**src/rtl/uart_tx_fifo_param_pkg.sv**
```systemverilog
// uart_tx_fifo_param_pkg: shared FSM encodings, parity codes, line levels and parity helper
// Contents:
//   S_*        3-bit FSM state encodings (IDLE=0 .. STOP=4)
//   PAR_*      parity mode codes (NONE=0, ODD=1, EVEN=2)
//   START_BIT  line level of the start bit
//   STOP_BIT   line level of stop bits and of the idle line
//   parity_bit level sent in the parity slot for a given mode and word
package uart_tx_fifo_param_pkg;
    localparam logic [2:0] S_IDLE   = 3'd0;
    localparam logic [2:0] S_START  = 3'd1;
    localparam logic [2:0] S_DATA   = 3'd2;
    localparam logic [2:0] S_PARITY = 3'd3;
    localparam logic [2:0] S_STOP   = 3'd4;
    localparam logic [1:0] PAR_NONE = 2'd0;
    localparam logic [1:0] PAR_ODD  = 2'd1;
    localparam logic [1:0] PAR_EVEN = 2'd2;
    localparam logic START_BIT = 1'b0;
    localparam logic STOP_BIT  = 1'b1;
    // Zero-extended bits do not change the XOR, so any word width up to 9 fits.
    function automatic logic parity_bit(input logic [1:0] mode, input logic [8:0] data);
        return (mode == PAR_EVEN) ? ^data : ~^data;
    endfunction
endpackage

```
**src/rtl/uart_tx_fifo_param_fifo.sv**
```systemverilog
// uart_fifo: synchronous FIFO with first-word read (o_dout shows the head word while not empty)
// Ports:
//   i_clock, i_reset  clock, asynchronous active-high reset (empties the FIFO)
//   i_push, i_din     enqueue i_din; ignored when full unless a pop happens in the same cycle
//   i_pop             dequeue the head word; ignored when empty
//   o_dout            head word
//   o_full, o_empty   occupancy flags
module uart_fifo #(
    parameter int WIDTH = 8,
    parameter int DEPTH = 4
) (
    input  logic             i_clock,
    input  logic             i_reset,
    input  logic             i_push,
    input  logic             i_pop,
    input  logic [WIDTH-1:0] i_din,
    output logic [WIDTH-1:0] o_dout,
    output logic             o_full,
    output logic             o_empty
);
    localparam int AW = $clog2(DEPTH);
    logic [WIDTH-1:0] r_mem [DEPTH];
    logic [AW-1:0]    r_wr;
    logic [AW-1:0]    r_rd;
    logic [AW:0]      r_count;
    logic             w_push;
    logic             w_pop;
    assign w_pop   = i_pop && !o_empty;
    assign w_push  = i_push && (!o_full || w_pop);
    assign o_dout  = r_mem[r_rd];
    assign o_full  = r_count == (AW+1)'(DEPTH);
    assign o_empty = r_count == '0;
    always_ff @(posedge i_clock) begin
        if (w_push) r_mem[r_wr] <= i_din;
    end
    // Pointers are exactly log2(DEPTH) bits wide, so they wrap without compare logic.
    always_ff @(posedge i_clock or posedge i_reset) begin
        if (i_reset) begin
            r_wr    <= '0;
            r_rd    <= '0;
            r_count <= '0;
        end else begin
            if (w_push) r_wr <= r_wr + 1'b1;
            if (w_pop) r_rd <= r_rd + 1'b1;
            r_count <= r_count + (AW+1)'(w_push) - (AW+1)'(w_pop);
        end
    end
endmodule

```
**src/rtl/uart_tx_fifo_param.sv**
```systemverilog
// uart_tx_fifo_param: parametrised UART transmitter with a write FIFO for back-to-back frames
// Ports:
//   i_clock     system clock
//   i_reset     asynchronous active-high reset; abandons any frame, line returns to idle
//   i_s_tick    baud-generator pulse, OVERSAMPLE pulses per bit period
//   i_wr_en     write request, one word per cycle
//   i_data_in   word to enqueue (sent LSB first)
//   o_full      FIFO holds FIFO_DEPTH words
//   o_overflow  sticky flag: a write was dropped
//   o_tx        registered serial line, idle high
//   o_tx_busy   a frame is in progress
//   o_tx_done   one-cycle pulse when the last stop bit completes
module uart_tx_fifo_param
    import uart_tx_fifo_param_pkg::*;
#(
    parameter int DATA_BITS  = 8,
    parameter int PARITY     = 0,
    parameter int STOP_BITS  = 1,
    parameter int OVERSAMPLE = 16,
    parameter int FIFO_DEPTH = 4
) (
    input  logic                 i_clock,
    input  logic                 i_reset,
    input  logic                 i_s_tick,
    input  logic                 i_wr_en,
    input  logic [DATA_BITS-1:0] i_data_in,
    output logic                 o_full,
    output logic                 o_overflow,
    output logic                 o_tx,
    output logic                 o_tx_busy,
    output logic                 o_tx_done
);
    localparam int TW = $clog2(2*OVERSAMPLE);
    localparam int BW = $clog2(DATA_BITS+1);
    localparam logic [TW-1:0] BIT_END  = TW'(OVERSAMPLE-1);
    localparam logic [TW-1:0] STOP_END = TW'(STOP_BITS*OVERSAMPLE-1);
    localparam logic [BW-1:0] LAST_BIT = BW'(DATA_BITS-1);
    logic [2:0]           r_state;
    logic [TW-1:0]        r_tick;
    logic [BW-1:0]        r_bit;
    logic [DATA_BITS-1:0] r_shift;
    logic                 r_par;
    logic                 r_tx;
    logic                 r_busy;
    logic                 r_done;
    logic                 r_ovf;
    logic [DATA_BITS-1:0] w_dout;
    logic                 w_full;
    logic                 w_empty;
    logic                 w_bit_end;
    logic                 w_stop_end;
    logic                 w_pop;
    logic                 w_push;
    assign w_bit_end  = i_s_tick && r_tick == BIT_END;
    assign w_stop_end = i_s_tick && r_tick == STOP_END;
    // Popping at the end of STOP chains the next frame with no idle bit in between.
    assign w_pop  = !w_empty && (r_state == S_IDLE || (r_state == S_STOP && w_stop_end));
    assign w_push = i_wr_en && (!w_full || w_pop);
    assign o_full     = w_full;
    assign o_overflow = r_ovf;
    assign o_tx       = r_tx;
    assign o_tx_busy  = r_busy;
    assign o_tx_done  = r_done;
    uart_fifo #(
        .WIDTH(DATA_BITS),
        .DEPTH(FIFO_DEPTH)
    ) u_fifo (
        .i_clock(i_clock),
        .i_reset(i_reset),
        .i_push (w_push),
        .i_pop  (w_pop),
        .i_din  (i_data_in),
        .o_dout (w_dout),
        .o_full (w_full),
        .o_empty(w_empty)
    );
    always_ff @(posedge i_clock or posedge i_reset) begin
        if (i_reset) begin
            r_state <= S_IDLE;
            r_tick  <= '0;
            r_bit   <= '0;
            r_shift <= '0;
            r_par   <= 1'b0;
            r_tx    <= STOP_BIT;
            r_busy  <= 1'b0;
            r_done  <= 1'b0;
            r_ovf   <= 1'b0;
        end else begin
            r_done <= 1'b0;
            if (i_wr_en && !w_push) r_ovf <= 1'b1;
            // STOP spans STOP_BITS bit periods, so only its own end wraps the tick counter.
            if (i_s_tick && r_state != S_IDLE)
                r_tick <= ((w_bit_end && r_state != S_STOP) || w_stop_end) ? '0 : r_tick + 1'b1;
            case (r_state)
                S_IDLE: ;
                S_START: if (w_bit_end) begin
                    r_state <= S_DATA;
                    r_tx    <= r_shift[0];
                end
                S_DATA: if (w_bit_end) begin
                    if (r_bit == LAST_BIT) begin
                        r_state <= (PARITY != 0) ? S_PARITY : S_STOP;
                        r_tx    <= (PARITY != 0) ? r_par : STOP_BIT;
                    end else begin
                        r_bit   <= r_bit + 1'b1;
                        r_shift <= r_shift >> 1;
                        r_tx    <= r_shift[1];
                    end
                end
                S_PARITY: if (w_bit_end) begin
                    r_state <= S_STOP;
                    r_tx    <= STOP_BIT;
                end
                S_STOP: if (w_stop_end) begin
                    r_done  <= 1'b1;
                    r_state <= S_IDLE;
                    r_busy  <= 1'b0;
                end
                default: r_state <= S_IDLE;
            endcase
            // Parity is computed from the word as popped, so later shifting cannot affect it.
            if (w_pop) begin
                r_state <= S_START;
                r_shift <= w_dout;
                r_par   <= parity_bit(2'(PARITY), 9'(w_dout));
                r_tx    <= START_BIT;
                r_busy  <= 1'b1;
                r_tick  <= '0;
                r_bit   <= '0;
            end
        end
    end
endmodule
```
**config.mk**
```make
export PLATFORM = sky130hd
export DESIGN_NAME = uart_tx_fifo_param
export DESIGN_NICKNAME = d
export VERILOG_FILES = /design/src/rtl/uart_tx_fifo_param_pkg.sv /design/src/rtl/uart_tx_fifo_param_fifo.sv /design/src/rtl/uart_tx_fifo_param.sv
export SDC_FILE = /design/constraint.sdc
export NUM_CORES = 1
export LEC_CHECK = 0
export CAP_MARGIN = 10
export CORE_ASPECT_RATIO = 0.75
export CORE_UTILIZATION = 55
export CTS_CLUSTER_SIZE = 30
export DETAILED_ROUTE_END_ITERATION = 7
export PLACE_DENSITY = 0.86
export SETUP_SLACK_MARGIN = 0.02
export SYNTH_ARGS = -nofsm -noshare
export SYNTH_HDL_FRONTEND = slang
export SYNTH_SLANG_ARGS = --single-unit
```
**constraint.sdc**
```tcl
create_clock -name i_clock -period 4.05 [get_ports i_clock]
set_input_delay 1.0125 -clock i_clock [delete_from_list [all_inputs] [get_ports i_clock]]
set_output_delay 1.0125 -clock i_clock [all_outputs]
set_load 0.01 [all_outputs]
```
### Placed standard cells, run 1

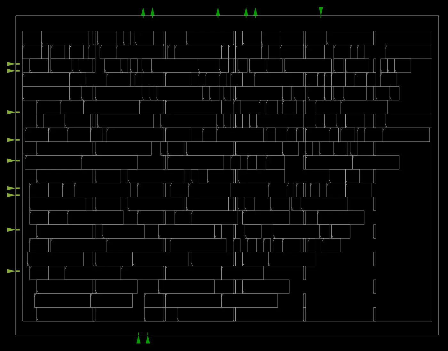
Finished Layout Cells: 280
Core Rows: 21

### Sizing map, run 1

Drawn at 4 px/um.
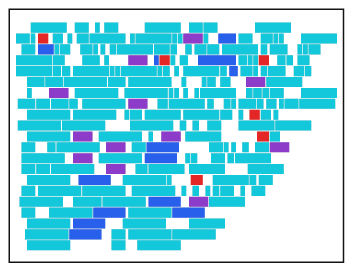
legend:
  _2 cells:
    colour: blue
    cells: 13
    share: 5.8%
    most_used: mux4_2
  _3 and _4 cells:
    colour: red
    cells: 6
    share: 2.7%
    most_used: buf_4
  _0 and _1 cells:
    colour: cyan
    cells: 192
    share: 86%
    most_used: edfxtp_1
  _6 and larger:
    colour: purple
    cells: 12
    share: 5.4%
    most_used: clkbuf_8
Buffers excl. clock: 19
Finished Cell Area: 0.00312 sq mm

### M1 wires, run 1

Drawn at 6 px/um. Supply wires on this layer in grey. Cells faint in the background.
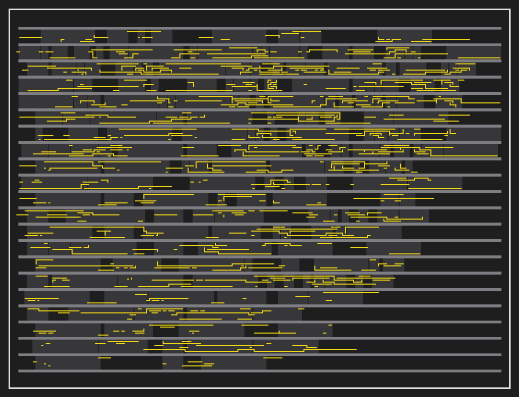
main direction: horizontal
wire length on this layer: 1980 um
share of all routed wire: 43%
longest straight run: 15.6 um
nets with wire on the layer: 225
grt met1 use: 25.7%
final wirelength: 4.63 mm

==> summary.txt, run 1 <==
run results: status completed, chip area in the Yosys report ~0.0027 sq mm, CTS tree done, Reg2Reg Depth 13, register area about 0.0017 sq mm, Final HPWL DP 3.23 mm, Sequential Power Share between 40% and 50%, number of setup violations in the final report 0, Biggest Area Class sequential cells, grt total ovfl 0, fmax ~0.3 GHz, Comb power frac 24.4%, Worst Setup SP i_s_tick, core box area 0.00460 sq mm, Mux area share about 10%, CP endpoint kind flip-flop, seq_cells around 63, final net count ~240, Yosys reg bits 63, RSZ-0062 raised after global routing no, DR WL met3 about 270 um, clock skew just over 0.01 ns, Mean Syn Cell Area 13.8 sq um, seq pwr slightly below 1000 uW, xor/xnor share just under 2%, CLK BUF 12, Seq/total area a little under three fifths, clock tree sinks 63, I/O pin count 17, 1st-iter DRT viols 78, Commonest flop edfxtp_1, max reg flops 32, CTS buffer count 9, DRC 0, Synth top cell by count edfxtp_1, vias per cell about 5.6, clk root buf clkbuf_8, Unique cell types slightly above 40, Worst IR Drop VDD 0.000422 V, Hold/Removal Path Class reg2reg, combinational gates about 110, fp_density 59.1%, Post-synth EDFFs 32, drt wl/cell ~17 um, Simple-Gate Area Share 9.16%, Largest regs u_fifo.r_mem x32, r_shift x8, r_tick x5, NonClk Buf Share between 5 and 6%, data required time of the worst path 4.31 ns, end of the critical path u_fifo.r_count[2], wire length on met1 1.98 mm, H-tree Lvls 3, Worst R2R Start r_tick[0], relative slew slack around three fifths, startpoint type of the worst setup path primary input, well tap count roughly 57, Clk network pwr share between 20% and 30%, first-pass GRT wire length roughly 8 mm, min cycle time layout 3.26 ns, Max Used Layer met4, fill count around 320, Most flops, register u_fifo.r_mem, clk ins delay skew pair ~0.33 ns, FF-to-FF End u_fifo.r_count[2], chip width just over 80 um, Post-Place Cells 264, Critical Path AT ~3.5 ns, Slew Viols, Final 0, First-pass DRT Iterations 4, dpl ws 0.445 ns, Post-synth area hogs edfxtp_1, dfrtp_1, mux4_2, Dominant cell area share between 30% and 40%, Synth Instances about 200, Compound Share, Synth between 6 and 7%, P_int roughly 1400 uW, DRT antenna net count 0, Mapped Nets about 220, share of cells above drive strength 1 between 10 and 15%, antenna cells 0, P&R area growth vs syn 14.9%, Post-synth seq share 63.9%, Comb area 896 sq um, clock buffer depth 2, Inverters excl. clock 11, multi-input logic portion of the cell area about 29%, Logic power comb about 490 uW, initial antenna violation count 0, switching share of power about 30%
==> run 1: critical path, stage by stage <==
cell and delay (ns):
clkdlybuf4s50_1 0.52, nand2_2 0.12, a2111o_1 0.45, inv_2 0.17
ha_1 0.25, inv_1 0.06, ha_1 0.13, inv_1 0.06
fa_1 0.42, xnor2_1 0.20, xnor2_1 0.13
==> run 1: worst min-delay path by stage <==
stage                 end  slack (ns)        from  cells past startpoint
6_report       o_overflow        0.46  o_overflow                      1
5_1_grt        o_overflow        0.49  o_overflow                      1
4_1_cts        o_overflow        0.46  o_overflow                      1
3_5_place_dp   o_overflow        0.45  o_overflow                      1
3_3_place_gp   o_overflow        0.44  o_overflow                      1
2_1_floorplan  r_shift[7]        0.47  r_shift[7]                      2
--- run 2 (diff from run 1) ---
- CORE_UTILIZATION: 55 -> 52
- PLACE_DENSITY: 0.86 -> 0.85
- clock period: 4.05 -> 2.8 ns (I/O delays scaled with it)
### Sizing map, run 2

Drawn at 4 px/um.
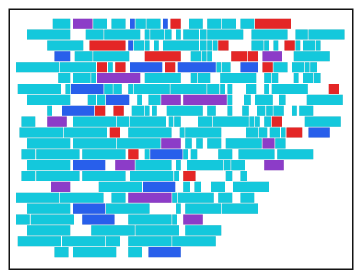
legend:
  _2 cells:
    colour: blue
    cells: 17
    share: 7.3%
    most_used: mux4_2
  _3 and _4 cells:
    colour: red
    cells: 20
    share: 8.6%
    most_used: buf_4
  _6 and larger:
    colour: purple
    cells: 13
    share: 5.6%
    most_used: clkbuf_8
  _0 and _1 cells:
    colour: cyan
    cells: 183
    share: 79%
    most_used: edfxtp_1
Setup WS post-layout: 0.100 ns
Finished Cell Area: 0.00331 sq mm
P&R area growth vs syn: 21.8%
Buffers excl. clock: 29

### Port wiring, run 2

Drawn at 4 px/um.
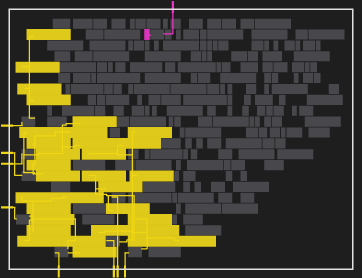
legend:
  o_full:
    colour: magenta
    bits: 1
    direction: output
    edge: top
    end_cells: 1
    buffers: 1
    wire: 8.60 um
  i_data_in:
    colour: yellow
    bits: 8
    direction: input
    edge: 4 left, 4 bottom
    end_cells: 32
    buffers: 8
    wire: 316 um
IO Port Bufs: 16
I/O pin count: 17

### M1 wires, run 2

Drawn at 6 px/um. Supply wires on this layer in grey. Cells faint in the background.
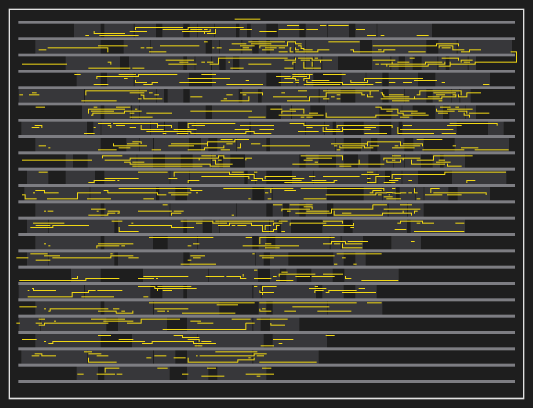
wire length on this layer: 2010 um
main direction: horizontal
longest straight run: 17.5 um
share of all routed wire: 43%

==> run 2 against run 1 <==
Against the previous run: core utilization down 1.1 points; setup slack got worse by 0.69 ns; wire length is 1.1% higher; sequential share of layout area fell by 3.2 points; final area increased by 6.0%; synthesized cell count unchanged; non-clock buffer count grew 10; register-to-register slack lost 0.86 ns.
==> summary.txt, run 2 <==
run results: status completed (unchanged), Comb power frac 25.0% (was 24.4%), clock skew 0.0102 ns (was 0.0104 ns), H-tree Lvls 3 (unchanged), clk ins delay skew pair 0.34 ns (was 0.33 ns), slowest CP cell a2111o_1 (was clkdlybuf4s50_1), grt total ovfl 0 (unchanged), chip area in the Yosys report 0.00272 sq mm (unchanged), Worst IR Drop VDD 0.000471 V (was 0.000422 V), P_int 2260 uW (was 1380 uW), DR WL met3 221 um (was 265 um), Simple-Gate Area Share 9.16% (unchanged), Unique cell types 41 (unchanged), relative slew slack 58.9% (was 58.0%), Final HPWL DP 2.99 mm (was 3.23 mm), Compound Share, Synth 6.99% (unchanged), Post-synth seq share 63.9% (unchanged), xor/xnor share 1.93% (unchanged), Post-synth area hogs edfxtp_1, dfrtp_1, mux4_2 (unchanged), final wirelength 4.68 mm (was 4.63 mm), wire length on met1 2.01 mm (was 1.98 mm), DRT antenna net count 0 (unchanged), RSZ-0062 raised after global routing yes (was no), FF-to-FF End u_fifo.r_count[2] (unchanged), CTS buffer count 9 (unchanged), Largest regs u_fifo.r_mem x32, r_shift x8, r_tick x5 (unchanged), CP bufs+invs 3 (was 4), fp_density 54.9% (was 59.1%), cell breakdown of the critical path ha_2 -> and3_4 -> ha_4 -> nand2_4 -> a2111o_1 -> inv_2 -> ha_4 -> inv_2 -> ha_4 -> inv_2 -> fa_2 -> xnor2_2 -> xnor2_1 (was clkdlybuf4s50_1 -> nand2_2 -> a2111o_1 -> inv_2 -> ha_1 -> inv_1 -> ha_1 -> inv_1 -> fa_1 -> xnor2_1 -> xnor2_1), fill count 340 (was 323), Dominant cell area share 35.3% (unchanged), clock tree sinks 63 (unchanged), clock buffer depth 2 (unchanged), startpoint type of the worst setup path flip-flop (was primary input), DRC 0 (unchanged), Synth top cell by count edfxtp_1 (unchanged), Reg2Reg Depth 13 (unchanged), Slew Viols, Final 0 (unchanged), grt met1 use 24.7% (was 25.7%), Post-Place Cells 276 (was 264), number of setup violations in the final report 0 (unchanged), Worst Setup SP r_tick[0] (was i_s_tick), Clk network pwr share 29.8% (was 25.6%), Critical Path AT 2.93 ns (was 3.52 ns), Commonest flop edfxtp_1 (unchanged), dpl ws -0.159 ns (was 0.445 ns), delay-heaviest family, CP adder cells (was buffers and inverters), Core Rows 22 (was 21), min cycle time layout 2.70 ns, Mean Syn Cell Area 13.8 sq um (unchanged), core box area 0.00495 sq mm (was 0.00460 sq mm), Most flops, register u_fifo.r_mem (unchanged), met2 Usage GRT 30.8% (was 33.2%), chip width 85.5 um (was 83.2 um), initial antenna violation count 0 (unchanged), Setup TNS Final 0 ns (unchanged), first-pass GRT wire length 7.80 mm (was 7.94 mm), switching share of power 28.8% (was 30.4%), worst min-delay path startpoint o_overflow (unchanged), clk root buf clkbuf_8 (unchanged), Synth Instances 197 (unchanged), Top Usage Layer GRT met2 (unchanged), Yosys reg bits 63 (unchanged), Mapped Nets 219 (unchanged), final net count 250 (was 240), CTS tree done (unchanged), Post-synth EDFFs 32 (unchanged), First-pass DRT Iterations 4 (unchanged), Levels on crit path 13 (was 11), hold slack 0.459 ns (about the same), antenna cells 0 (unchanged), CP endpoint kind flip-flop (unchanged), drt wl/cell 16.0 um (was 16.6 um), Max Used Layer met4 (unchanged), data required time of the worst path 3.03 ns (was 4.31 ns), Finished Layout Cells 293 (was 280), vias per cell 5.56 (was 5.64), fmax between 0.3 and 0.4 GHz, 1st-iter DRT viols 167 (was 78), Sequential Power Share 45.2% (was 49.9%), Worst R2R Start r_tick[0] (unchanged), max reg flops 32 (unchanged), seq pwr 1440 uW (was 991 uW)
==> run 2: cell counts after synthesis <==
Identical to the previous run, type by type.
==> run 2: area by class of cell <==
type / count / area [sq um] / area share, %
inverters: 11 / 41.3 / 1.25
clock inverters: 7 / 119 / 3.59
multi-input cells: 114 / 956 / 28.9
clock buffers: 9 / 124 / 3.74
flip-flops and latches: 63 / 1740 / 52.5
repair buffers: 29 / 258 / 7.79
well taps: 60 / 75.1 / 2.27
==> run 2: worst min path at each step <==
stage                     slack (ns)  cells after the start    endpoint
after global routing            0.48                      1  o_overflow
after floorplan                 0.47                      2  r_shift[7]
after detailed placement        0.45                      1  o_overflow
after CTS                       0.46                      1  o_overflow
final                           0.46                      1  o_overflow
after global placement          0.44                      1  o_overflow
--- run 3 (diff from run 2) ---
- CELL_PAD_IN_SITES_DETAIL_PLACEMENT: not set -> 1
- CELL_PAD_IN_SITES_GLOBAL_PLACEMENT: not set -> 2
- CORE_UTILIZATION: 52 -> 37
### M1 wires, run 3

Drawn at 6 px/um. Supply wires on this layer in grey. Cells faint in the background.
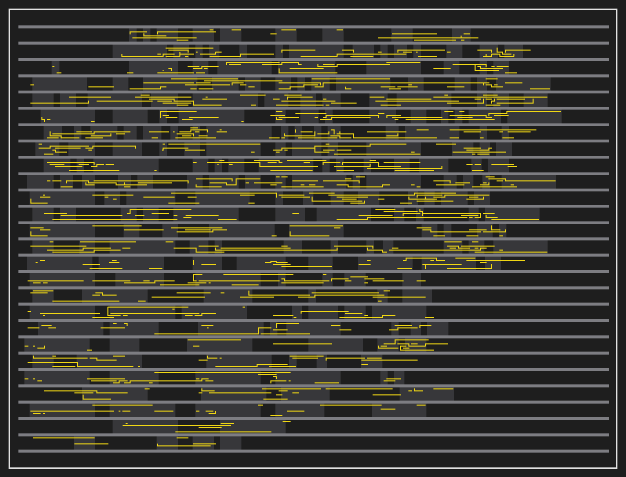
nets with wire on the layer: 241
share of all routed wire: 47%
wire length on this layer: 2490 um

### Port wiring, run 3

Drawn at 4 px/um.
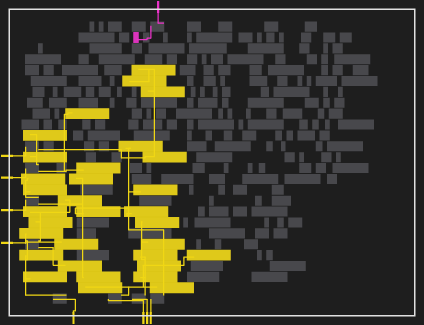
legend:
  o_full:
    colour: magenta
    bits: 1
    direction: output
    edge: top
    end_cells: 1
    buffers: 1
    wire: 11.1 um
  i_data_in:
    colour: yellow
    bits: 8
    direction: input
    edge: 4 left, 4 bottom
    end_cells: 32
    buffers: 8
    wire: 414 um

### Sizing map, run 3

Drawn at 4 px/um.
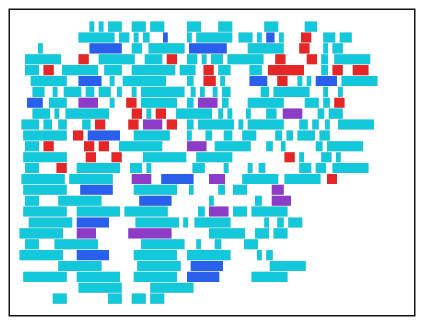
legend:
  _0 and _1 cells:
    colour: cyan
    cells: 186
    share: 77%
    most_used: edfxtp_1
  _6 and larger:
    colour: purple
    cells: 12
    share: 4.9%
    most_used: clkbuf_8
  _2 cells:
    colour: blue
    cells: 16
    share: 6.6%
    most_used: mux4_2
  _3 and _4 cells:
    colour: red
    cells: 29
    share: 12%
    most_used: buf_4
Setup WS post-layout: 0.147 ns
Buffers excl. clock: 39
P&R area growth vs syn: 23.8%

==> run 3 against run 2 <==
Against the previous run: register-to-register slack improved by 0.05 ns; setup slack improved by 0.047 ns; power decreased by 3.4%; area after synthesis unchanged; critical endpoint unchanged; global-route usage decreased by 4.0 points; non-clock buffer count increased by 10; wire length increased by 12%; core utilization decreased by 18 points; worst hold slack improved by 0.011 ns; flip-flop count unchanged; highest routed layer unchanged.
==> summary.txt, run 3 <==
run results: Mux area share 9.99% (unchanged), end of the critical path u_fifo.r_count[2] (unchanged), Finished Layout Cells 341 (was 293), DRC 0 (unchanged), IO Port Bufs 16 (unchanged), I/O pin count 17 (unchanged), Mean Syn Cell Area 13.8 sq um (unchanged), Hold/Removal Path Class reg2reg (unchanged), CTS tree done (unchanged), slowest CP cell a2111o_1 (unchanged), DR WL met3 135 um (was 221 um), worst min-delay path startpoint o_overflow (unchanged), share of cells above drive strength 1 23.5% (was 21.5%), Mapped Nets 219 (unchanged), drt wl/cell 15.4 um (was 16.0 um), clock tree sinks 63 (unchanged), clock buffer depth 2 (unchanged), wire length on met1 2.49 mm (was 2.01 mm), Post-synth area hogs edfxtp_1, dfrtp_1, mux4_2 (unchanged), antenna cells 0 (unchanged), Most flops, register u_fifo.r_mem (unchanged), hold slack 0.470 ns (was 0.459 ns), chip area in the Yosys report 0.00272 sq mm (unchanged), P_int 2120 uW (was 2260 uW), Largest regs u_fifo.r_mem x32, r_shift x8, r_tick x5 (unchanged), Levels on crit path 13 (unchanged), final net count 260 (was 250), Reg2Reg Depth 13 (unchanged), Slew Viols, Final 0 (unchanged), Max Used Layer met4 (unchanged), switching share of power 31.0% (was 28.8%), final wirelength 5.26 mm (was 4.68 mm), fill count 734 (was 340), max reg flops 32 (unchanged), relative slew slack 55.2% (was 58.9%), Dominant cell area share 35.3% (unchanged), First-pass DRT Iterations 4 (unchanged), hold path endpoint o_overflow (unchanged), Unique cell types 41 (unchanged), CP max stage delay 0.40 ns (was 0.43 ns), clk ins delay skew pair 0.34 ns (about the same), Setup TNS Final 0 ns (unchanged), Worst IR Drop VDD 0.000473 V (was 0.000471 V), dpl ws -0.223 ns (was -0.159 ns), clk root buf clkbuf_8 (unchanged), CP endpoint kind flip-flop (unchanged), CTS buffer count 9 (unchanged), Simple-Gate Area Share 9.16% (unchanged), Post-synth EDFFs 32 (unchanged), Top Usage Layer GRT met2 (unchanged), Yosys reg bits 63 (unchanged), Finished Cell Area 0.00337 sq mm (was 0.00331 sq mm), Commonest flop edfxtp_1 (unchanged), xor/xnor share 1.93% (unchanged), number of setup violations in the final report 0 (unchanged), grt met1 use 20.7% (was 24.7%), CP bufs+invs 3 (unchanged), H-tree Lvls 3 (unchanged), Worst R2R Start r_tick[1] (was r_tick[0]), fp_density 39.1% (was 54.9%), Worst Setup SP r_tick[1] (was r_tick[0]), first-pass GRT wire length 8.96 mm (was 7.80 mm), status completed (unchanged), Critical Path AT 2.87 ns (was 2.93 ns), startpoint type of the worst setup path flip-flop (unchanged), FF-to-FF End u_fifo.r_count[2] (unchanged), delay-heaviest family, CP adder cells (unchanged), chip width 101 um (was 85.5 um), Core Rows 26 (was 22)
[run 3: cell counts after synthesis]
Identical to the previous run, type by type.
[run 3: area by class of cell]
cell class / instances / area [sq um] / area share, %
flip-flops and latches: 63 / 1740 / 51.6
clock inverters: 7 / 81.3 / 2.42
well taps: 98 / 123 / 3.64
inverters: 11 / 41.3 / 1.23
repair buffers: 39 / 333 / 9.89
multi-input cells: 114 / 926 / 27.5
clock buffers: 9 / 124 / 3.68
[run 3: power groups by stage]
stage	Clock, uW	Combinational [uW]	Sequential (uW)
after CTS	823	815	1440
final	804	830	1440
after detailed placement	0	770	1460
after global routing	864	933	1480
after floorplan	0	595	1340
after global placement	0	735	1440
Power and IR drop assume default switching activity.
